==> images/metal_stack.png <==
Bar = 20 µm.
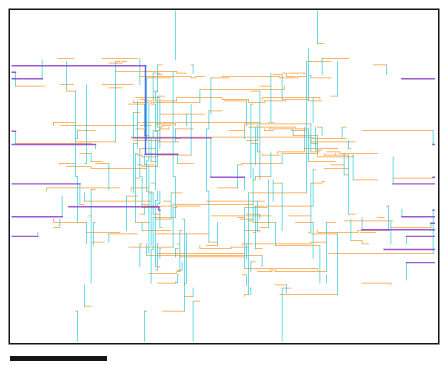
==> images/pins.png <==
Pins as bars across the die edge, other pins in gray.
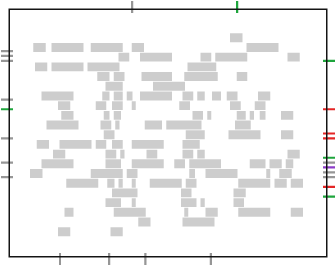
==> images/clock_map.png <==
Bar = 20 µm.
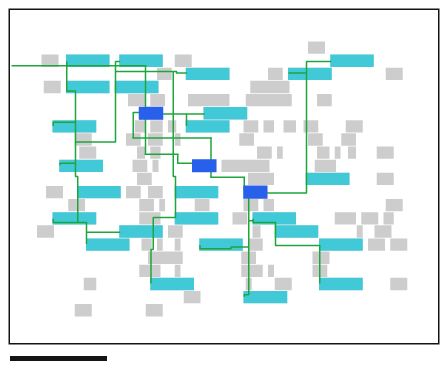
`src/rtl/fifo_pkg.sv`:
```
// fifo_pkg: pointer-width helper and Gray encode/decode shared by the FIFO controllers.
package fifo_pkg;

   localparam int MAX_W = 32;

   function automatic int ptr_w(input int addr_width);
      return addr_width + 1;
   endfunction

   function automatic logic [MAX_W-1:0] bin2gray(input logic [MAX_W-1:0] b);
      return b ^ (b >> 1);
   endfunction

   function automatic logic [MAX_W-1:0] gray2bin(input logic [MAX_W-1:0] g);
      logic [MAX_W-1:0] b;
      b = '0;
      for (int i = 0; i < MAX_W; i++) b[i] = ^(g >> i);
      return b;
   endfunction

endpackage

```
`src/rtl/sync_2ff.sv`:
```
// sync_2ff: two-flop synchroniser for a Gray-coded bus crossing into clk's domain.
module sync_2ff #(
   parameter int WIDTH = 1
) (
   input  logic             clk,
   input  logic             rst_n,
   input  logic [WIDTH-1:0] d,
   output logic [WIDTH-1:0] q
);

   logic [WIDTH-1:0] rq1;

   always_ff @(posedge clk or negedge rst_n) begin
      if (!rst_n) begin
         rq1 <= '0;
         q   <= '0;
      end else begin
         rq1 <= d;
         q   <= rq1;
      end
   end

endmodule

```
`src/rtl/fifo_wr_ctrl.sv`:
```
// fifo_wr_ctrl: write-side CDC FIFO controller with binary/Gray write pointer,
// synchronised read pointer, registered full flag and conservative occupancy.
module fifo_wr_ctrl
   import fifo_pkg::*;
#(
   parameter int ADDR_WIDTH = 4
) (
   input  logic                  clk,
   input  logic                  rst_n,
   input  logic                  wr_valid_i,
   output logic                  wr_ready_o,
   output logic                  wr_en_o,
   output logic [ADDR_WIDTH-1:0] wr_addr_o,
   input  logic [ADDR_WIDTH:0]   rd_ptr_gray_i,
   output logic [ADDR_WIDTH:0]   wr_ptr_gray_o,
   output logic                  full_o,
   output logic [ADDR_WIDTH:0]   level_o
);

   localparam int PW = ptr_w(ADDR_WIDTH);

   logic [PW-1:0] wr_bin, wr_bin_next, wr_gray_next, rq2, rd_bin_sync;
   logic          full_next;

   sync_2ff #(.WIDTH(PW)) u_rd_sync (
      .clk   (clk),
      .rst_n (rst_n),
      .d     (rd_ptr_gray_i),
      .q     (rq2)
   );

   assign wr_ready_o = ~full_o;
   assign wr_addr_o  = wr_bin[ADDR_WIDTH-1:0];

   // Full when the next write pointer sits exactly one lap ahead of the synced read pointer.
   always_comb begin
      wr_en_o      = wr_valid_i & ~full_o;
      wr_bin_next  = wr_bin + PW'(wr_en_o);
      wr_gray_next = PW'(bin2gray(MAX_W'(wr_bin_next)));
      rd_bin_sync  = '0;
      for (int i = 0; i < PW; i++) rd_bin_sync[i] = ^(rq2 >> i);
      full_next    = wr_gray_next == {~rq2[PW-1:PW-2], rq2[PW-3:0]};
   end

   always_ff @(posedge clk or negedge rst_n) begin
      if (!rst_n) begin
         wr_bin        <= '0;
         wr_ptr_gray_o <= '0;
         full_o        <= 1'b0;
         level_o       <= '0;
      end else begin
         wr_bin        <= wr_bin_next;
         wr_ptr_gray_o <= wr_gray_next;
         full_o        <= full_next;
         level_o       <= wr_bin_next - rd_bin_sync;
      end
   end

endmodule
```
`config.mk`:
```
export PLATFORM = sky130hd
export DESIGN_NAME = fifo_wr_ctrl
export DESIGN_NICKNAME = d
export VERILOG_FILES = /design/src/rtl/fifo_pkg.sv /design/src/rtl/sync_2ff.sv /design/src/rtl/fifo_wr_ctrl.sv
export SDC_FILE = /design/constraint.sdc
export NUM_CORES = 1
export LEC_CHECK = 0
export CELL_PAD_IN_SITES_DETAIL_PLACEMENT = 1
export CELL_PAD_IN_SITES_GLOBAL_PLACEMENT = 2
export CORE_ASPECT_RATIO = 0.75
export CORE_MARGIN = 5
export CORE_UTILIZATION = 25
export DETAILED_ROUTE_END_ITERATION = 6
export GPL_ROUTABILITY_DRIVEN = 0
export PLACE_DENSITY_LB_ADDON = 0.1
export SYNTH_ARGS = -nofsm -noshare
export SYNTH_HDL_FRONTEND = slang
export SYNTH_HIERARCHICAL = 1
export SYNTH_SLANG_ARGS = --single-unit
export TNS_END_PERCENT = 10
```
`constraint.sdc`:
```
create_clock -name clk -period 5 [get_ports clk]
set_clock_uncertainty 0.2 [all_clocks]
set_input_delay 1 -clock clk [delete_from_list [all_inputs] [get_ports clk]]
set_output_delay 1 -clock clk [all_outputs]
set_load 0.02 [all_outputs]
```
==> results.ini <==
[outcome]
status = complete, no violations

[timing]
finalSetupTns_ps = 0
rsz0062_at_grt = no
setup_slack_ps = 1560
tightest_slew_ps = 395.6
maxSlewHeadroom = 0.7354
fmaxAchievable_ghz = 0.2907

[cells_and_area]
multi_input_comb_cells = 50
flop-count = 25
multiInputGateArea_um2 = 496.7
sh_seq_area = 0.4102
final_nets = 128
clockNetworkAreaShare = 0.03281
regArea_um2 = 625.6
inv_count = 9
drive_above_1_share = 0.07965
layoutNonFillerInstCount = 170
fill_cells = 493
dominant_cells = sequential cells
nClkBuffers = 3
n_antenna_cell = 0

[job]
warnings = 26

[logic_synthesis]
logic_family = XOR/XNOR gates
most_common_cell = dfrtp_1
aoi_share = 0.07335
ys_seq_frac = 0.5394
yosysChipArea_um2 = 1160
synth_cells = 85
common_cells = dfrtp_1 (25), xnor2_1 (10), inv_1 (9), xor2_1 (9), ha_1 (5)
postSynthNetCount = 99
flop_cell = dfrtp_1
synth.distinct_cells = 27
edf_count = 0
adder_share = 0.07120
top_cells_by_area = dfrtp_1 (54%), xnor2_1 (7.6%), xor2_1 (6.8%)
yosys.area_share.simple = 0.05394

[worst_setup_path]
startpoint_type = input pin
required_ps = 3800
cp.arrival_ps = 2240
endpoint_kind = primary output
rrSetupSlack_ps = 2130
r2r_cells = 9
criticalPathCategory = input pin to primary output
path_max_fanout = 2
worstReg2RegEnd = level_o[4]$_DFF_PN0_

[routing]
highest_layer = met4
drtIter0Drc = 16
drc = 0
wl_met1_mm = 1.117
wl_per_cell_um = 13.64
vias = 694
vias_per_cell = 4.082
drtAntennaViolNets = 0
first_pass_iters = 2

[grt]
grt_pass1_wl_mm = 3.870
use_met1 = 0.1183
overflow = 0
grt.met2_usage = 0.1222
grt_pass1_vias = 749
grt_antenna_before_repair = 0

[power]
cellPowerDensity_nw_per_um2 = 724.1
ir_worst_vdd_mv = 0.2583
sw_frac_of_total = 0.4083
p_int_mw = 0.6535
leakage_nw = 0.6747
p_comb_mw = 0.648
p_total_mw = 1.104
power-top-group = combinational cells

[floorplan]
fp.dieH_um = 68.99
io_pins = 25
dieWidth_um = 88.65
fp.dieArea_um2 = 6116
rows = 21

[clocking]
clockRootBuffer = clkbuf_8
clk_pin_slew_worst_paths_ps = 100
ctsResizeCount = 0
cts_inserted_buffers = 3
cts_hold_buf = 0
cts_tree = built
post_cts_buffers = 0
htree_levels = 1

[min_path]
worstHoldEndpoint = u_rd_sync/q[4]$_DFF_PN0_
min-delay-path-class = register to register
whs_path_depth = 0
min-delay-start = u_rd_sync/rq1[4]$_DFF_PN0_

[place]
pre_cts_slack_ps = 1289
placement.io_buffers = 24

Notes on metal_stack.png above:
Key: purple = met3 [wire length 191 µm]; orange = met1 [wire length 1,120 µm]; blue = met4 [wire length 18.4 µm]; cyan = met2 [wire length 992 µm]

Notes on pins.png above:
Key: red = wr_addr_o [pins 4, direction output, edge right]; purple = wr_ready_o [pins 1, direction output, edge right]; green = wr_ptr_gray_o [pins 5, direction output, edge 3 right, 1 left, 1 top]
All pins by edge: 11 right, 8 left, 4 bottom, 2 top.

Notes on clock_map.png above:
Key: cyan = flip-flops [count 25]; green = clock wires [length 373 µm]; blue = cells driving clock nets [count 3]
There are 4 routed clock nets.
Clock power frac: 0.117
Clk Latency, worst-skew pair: 280 ps
Clk. pwr: 0.130 mW

## critical path, stage by stage
cell and delay (ps):
clkdlybuf4s50_1 440, nor2b_1 170, clkdlybuf4s50_1 630
## layout by cell type (no fill, tap or decap)
cell type        instances
o211ai_1                 1
inv_1                    9
xnor2_4                  1
or3_1                    1
nand2_1                  2
fa_1                     1
a21o_1                   1
inv_6                    1
a21boi_0                 1
o22ai_1                  1
a2111oi_2                1
buf_4                    1
nor2b_1                  2
xor2_1                   9
a221oi_1                 2
dfrtp_1                 25
xnor3_1                  1
nand3_1                  2
ha_1                     5
and3_1                   2
and3b_1                  1
xnor3_4                  1
o2bb2ai_1                1
xnor3_2                  1
clkdlybuf4s50_1         24
o32a_1                   1
o21ai_0                  1
clkbuf_8                 3
nor3_1                   1
xnor2_1                 10
No activity file was given, so power comes from the tool's default toggle rates.
